`src/rtl/card_dealer_if.sv`:
```
// card_dealer_if
// Groups the request, status and dealt-card signals of the card dealer.
//   draw        request one card (driven by the game controller)
//   shuffle     return all 52 cards to the deck (driven by the game controller)
//   card        last dealt index 0..51 (suit = card/13, rank = card%13)
//   card_valid  one-cycle pulse, card is new this cycle
//   busy        a search for an undealt card is in progress
//   deck_empty  no undealt cards remain
//   cards_left  undealt cards remaining, 0..52
// master: the side that requests cards; slave: the dealer itself.
interface card_dealer_if;
  logic       draw;
  logic       shuffle;
  logic [5:0] card;
  logic       card_valid;
  logic       busy;
  logic       deck_empty;
  logic [5:0] cards_left;

  modport master (
    output draw,
    output shuffle,
    input  card,
    input  card_valid,
    input  busy,
    input  deck_empty,
    input  cards_left
  );

  modport slave (
    input  draw,
    input  shuffle,
    output card,
    output card_valid,
    output busy,
    output deck_empty,
    output cards_left
  );
endinterface

```
`src/rtl/card_dealer.sv`:
```
// card_dealer
// Deals pseudo-random, never-repeating card indices 0..51 from a virtual
// 52-card deck. A free-running 16-bit Galois LFSR picks a starting slot;
// the dealer then probes forward (wrapping 51 -> 0) one slot per cycle
// until it finds a card that has not been dealt yet.
// Ports:
//   clk  system clock, rising edge
//   rst  synchronous, active-high reset
//   bus  card_dealer_if.slave (draw, shuffle in; card, card_valid, busy,
//        deck_empty, cards_left out)
//
// state  | meaning
// IDLE   | waiting for draw; starting slot is taken from the LFSR
// SEARCH | probing one deck slot per cycle for an undealt card
module card_dealer #(
  parameter logic [15:0] LFSR_SEED = 16'hACE1
) (
  input  logic         clk,
  input  logic         rst,
  card_dealer_if.slave bus
);

  // An all-zero seed would lock the LFSR at zero forever.
  localparam logic [15:0] SEED_EFF = (LFSR_SEED == 16'h0000) ? 16'h0001 : LFSR_SEED;
  localparam logic [15:0] LFSR_TAPS = 16'hB400;
  localparam logic [5:0]  DECK_SIZE = 6'd52;
  localparam logic [5:0]  LAST_SLOT = 6'd51;

  typedef enum logic {
    IDLE   = 1'b0,
    SEARCH = 1'b1
  } state_t;

  state_t      state_q, state_d;
  logic [15:0] lfsr_q, lfsr_d;
  logic [5:0]  cand_q, cand_d;
  logic [51:0] dealt_q, dealt_d;
  logic [5:0]  card_q, card_d;
  logic        card_valid_q, card_valid_d;
  logic [5:0]  cards_left_q, cards_left_d;
  logic [5:0]  raw;

  always_ff @(posedge clk) begin
    if (rst) begin
      state_q      <= IDLE;
      lfsr_q       <= SEED_EFF;
      cand_q       <= 6'd0;
      dealt_q      <= '0;
      card_q       <= 6'd0;
      card_valid_q <= 1'b0;
      cards_left_q <= DECK_SIZE;
    end else begin
      state_q      <= state_d;
      lfsr_q       <= lfsr_d;
      cand_q       <= cand_d;
      dealt_q      <= dealt_d;
      card_q       <= card_d;
      card_valid_q <= card_valid_d;
      cards_left_q <= cards_left_d;
    end
  end

  always_comb begin
    state_d      = state_q;
    cand_d       = cand_q;
    dealt_d      = dealt_q;
    card_d       = card_q;
    card_valid_d = 1'b0;
    cards_left_d = cards_left_q;

    // The LFSR free-runs in every state so the starting slot depends on
    // how long the player waited between draws.
    lfsr_d = {1'b0, lfsr_q[15:1]} ^ (lfsr_q[0] ? LFSR_TAPS : 16'h0000);
    raw    = lfsr_q[5:0];

    if (bus.shuffle) begin
      // Shuffle overrides both a new draw and a hit landing this cycle;
      // the last dealt card stays visible on the output.
      dealt_d      = '0;
      cards_left_d = DECK_SIZE;
      state_d      = IDLE;
    end else begin
      case (state_q)
        IDLE: begin
          if (bus.draw && (cards_left_q != 6'd0)) begin
            // Fold 52..63 back into the deck range; slots 0..11 get a
            // slightly higher starting probability, which is acceptable.
            cand_d  = (raw >= DECK_SIZE) ? (raw - DECK_SIZE) : raw;
            state_d = SEARCH;
          end
        end
        SEARCH: begin
          if (dealt_q[cand_q]) begin
            cand_d = (cand_q == LAST_SLOT) ? 6'd0 : (cand_q + 6'd1);
          end else begin
            dealt_d[cand_q] = 1'b1;
            card_d          = cand_q;
            cards_left_d    = cards_left_q - 6'd1;
            card_valid_d    = 1'b1;
            state_d         = IDLE;
          end
        end
        default: state_d = IDLE;
      endcase
    end
  end

  assign bus.card       = card_q;
  assign bus.card_valid = card_valid_q;
  assign bus.busy       = (state_q == SEARCH);
  assign bus.cards_left = cards_left_q;
  assign bus.deck_empty = (cards_left_q == 6'd0);

  // Every card is either in the mask or counted as remaining.
  always_ff @(posedge clk) begin
    if (!rst) begin
      assert ($countones(dealt_q) + int'(cards_left_q) == 52)
        else $error("card_dealer: dealt mask and cards_left disagree");
    end
  end

endmodule

```
`src/flat_wrapper.sv`:
```
// flat-port wrapper written by rule: the top's interface ports become plain ports
module card_dealer_flat 
#(
  parameter logic [15:0] LFSR_SEED = 16'hACE1
)
  (clk, rst, bus_draw, bus_shuffle, bus_card, bus_card_valid, bus_busy, bus_deck_empty, bus_cards_left);
  card_dealer_if bus_i ();
  input  logic clk;
  input  logic rst;
  input wire logic [$bits(bus_i.draw)-1:0] bus_draw;
  input wire logic [$bits(bus_i.shuffle)-1:0] bus_shuffle;
  output wire logic [$bits(bus_i.card)-1:0] bus_card;
  output wire logic [$bits(bus_i.card_valid)-1:0] bus_card_valid;
  output wire logic [$bits(bus_i.busy)-1:0] bus_busy;
  output wire logic [$bits(bus_i.deck_empty)-1:0] bus_deck_empty;
  output wire logic [$bits(bus_i.cards_left)-1:0] bus_cards_left;
  assign bus_i.draw = bus_draw;
  assign bus_i.shuffle = bus_shuffle;
  assign bus_card = bus_i.card;
  assign bus_card_valid = bus_i.card_valid;
  assign bus_busy = bus_i.busy;
  assign bus_deck_empty = bus_i.deck_empty;
  assign bus_cards_left = bus_i.cards_left;
  card_dealer #(.LFSR_SEED(LFSR_SEED)) u_core (.clk(clk), .rst(rst), .bus(bus_i));
endmodule
```
`config.mk`:
```
export PLATFORM = sky130hd
export DESIGN_NAME = card_dealer_flat
export DESIGN_NICKNAME = d
export VERILOG_FILES = /design/src/rtl/card_dealer_if.sv /design/src/rtl/card_dealer.sv /design/src/flat_wrapper.sv
export SDC_FILE = /design/constraint.sdc
export NUM_CORES = 1
export LEC_CHECK = 0
export CAP_MARGIN = 10
export CORE_MARGIN = 2
export CORE_UTILIZATION = 54
export DETAILED_ROUTE_END_ITERATION = 6
export PLACE_DENSITY = 0.74
export SLEW_MARGIN = 25
export SYNTH_ARGS = -nofsm -noshare
export SYNTH_HDL_FRONTEND = slang
export SYNTH_SLANG_ARGS = --single-unit
```
`constraint.sdc`:
```
create_clock -name clk -period 2.4 [get_ports clk]
set_input_delay 0.24 -clock clk [delete_from_list [all_inputs] [get_ports clk]]
set_output_delay 0.24 -clock clk [all_outputs]
set_load 0.01 [all_outputs]
```
==> impl_metrics.py <==
# Physical implementation metrics
metrics = {
    "place": {
        "placedCellCount": 557,
    },
    "critical_path": {
        "r2r-end": "u_core.dealt_q[30]",
        "crit_cells": 11,
        "critical_path.top_delay_family": "AND-OR/OR-AND gates",
        "r2r_slack_ns": -0.05,
    },
    "global_route": {
        "grtUsageMet1_pct": 37.2,
    },
    "synthesis": {
        "synthTopCellsByArea": "dfxtp_1 46%, a31oi_1 8.8%, nor2_1 6.8%",
        "edf_count": 0,
    },
    "power_and_ir_drop": {
        "swShare_pct": 28.5,
        "p_int_mw": 2.06,
    },
    "final_layout": {
        "comb_area_share_pct": 41.5,
        "final_core_util_pct": 72.4,
        "final_layout_top_logic_cells": "85 x dfxtp_1, 69 x nor2_1, 50 x buf_4",
    },
    "drt": {
        "routed_wl_um": 10300,
        "drtPass1Iterations": 5,
        "via_per_inst": 6.00,
    },
    "outcome": {
        "status": "complete, but fails checks",
        "violations": "setup timing",
    },
    "job": {
        "drv_cap": 0,
    },
    "cts": {
        "cts_tree": "yes",
    },
    "min_path": {
        "hp-class": "flop to flop",
    },
    "timing": {
        "finalSetupViolations": 24,
        "setup_slack_ns": -0.0469,
    },
}
**Signal wires on met1**

Drawn at 6 px/µm. Supply wires on this layer in gray.
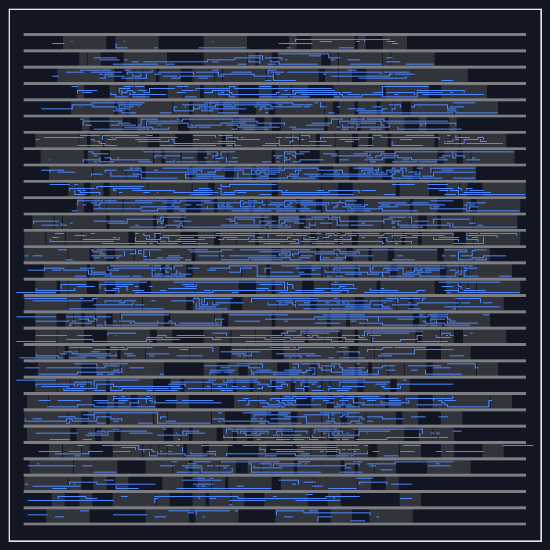
The longest straight run is 25.3 µm. 473 nets have wire on it. The layer carries 4640 µm of wire. The wires run mostly horizontal.

**M2 wires**

Drawn at 6 px/µm.
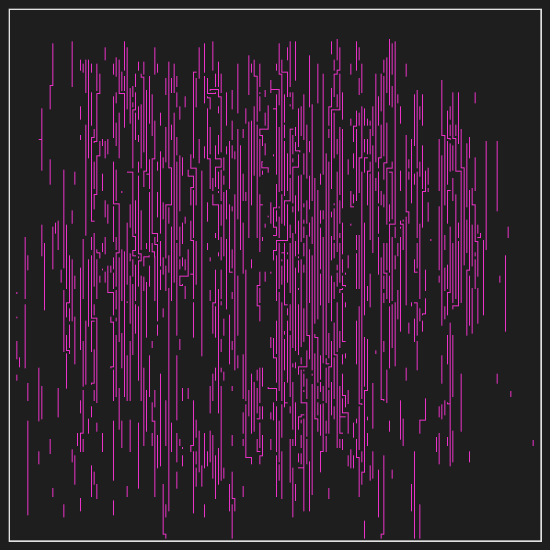
The layer holds 46% of the routed length. The layer carries 4700 µm of wire.

**The metal 3 layer**

Drawn at 6 px/µm.
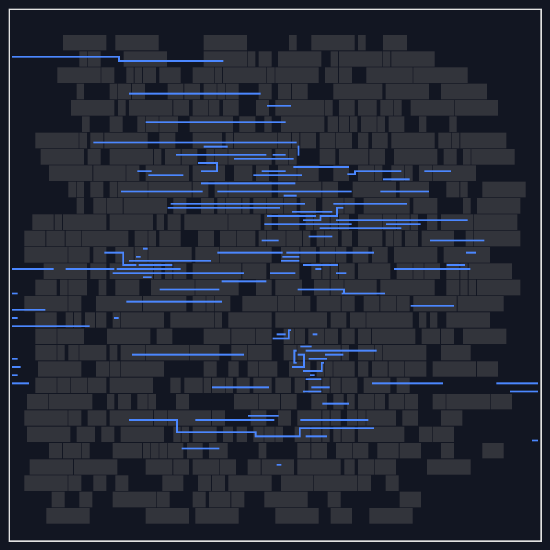
The layer holds 7.8% of the routed length. The longest straight run is 33.6 µm. The wires run mostly horizontal. 73 nets have wire on it.

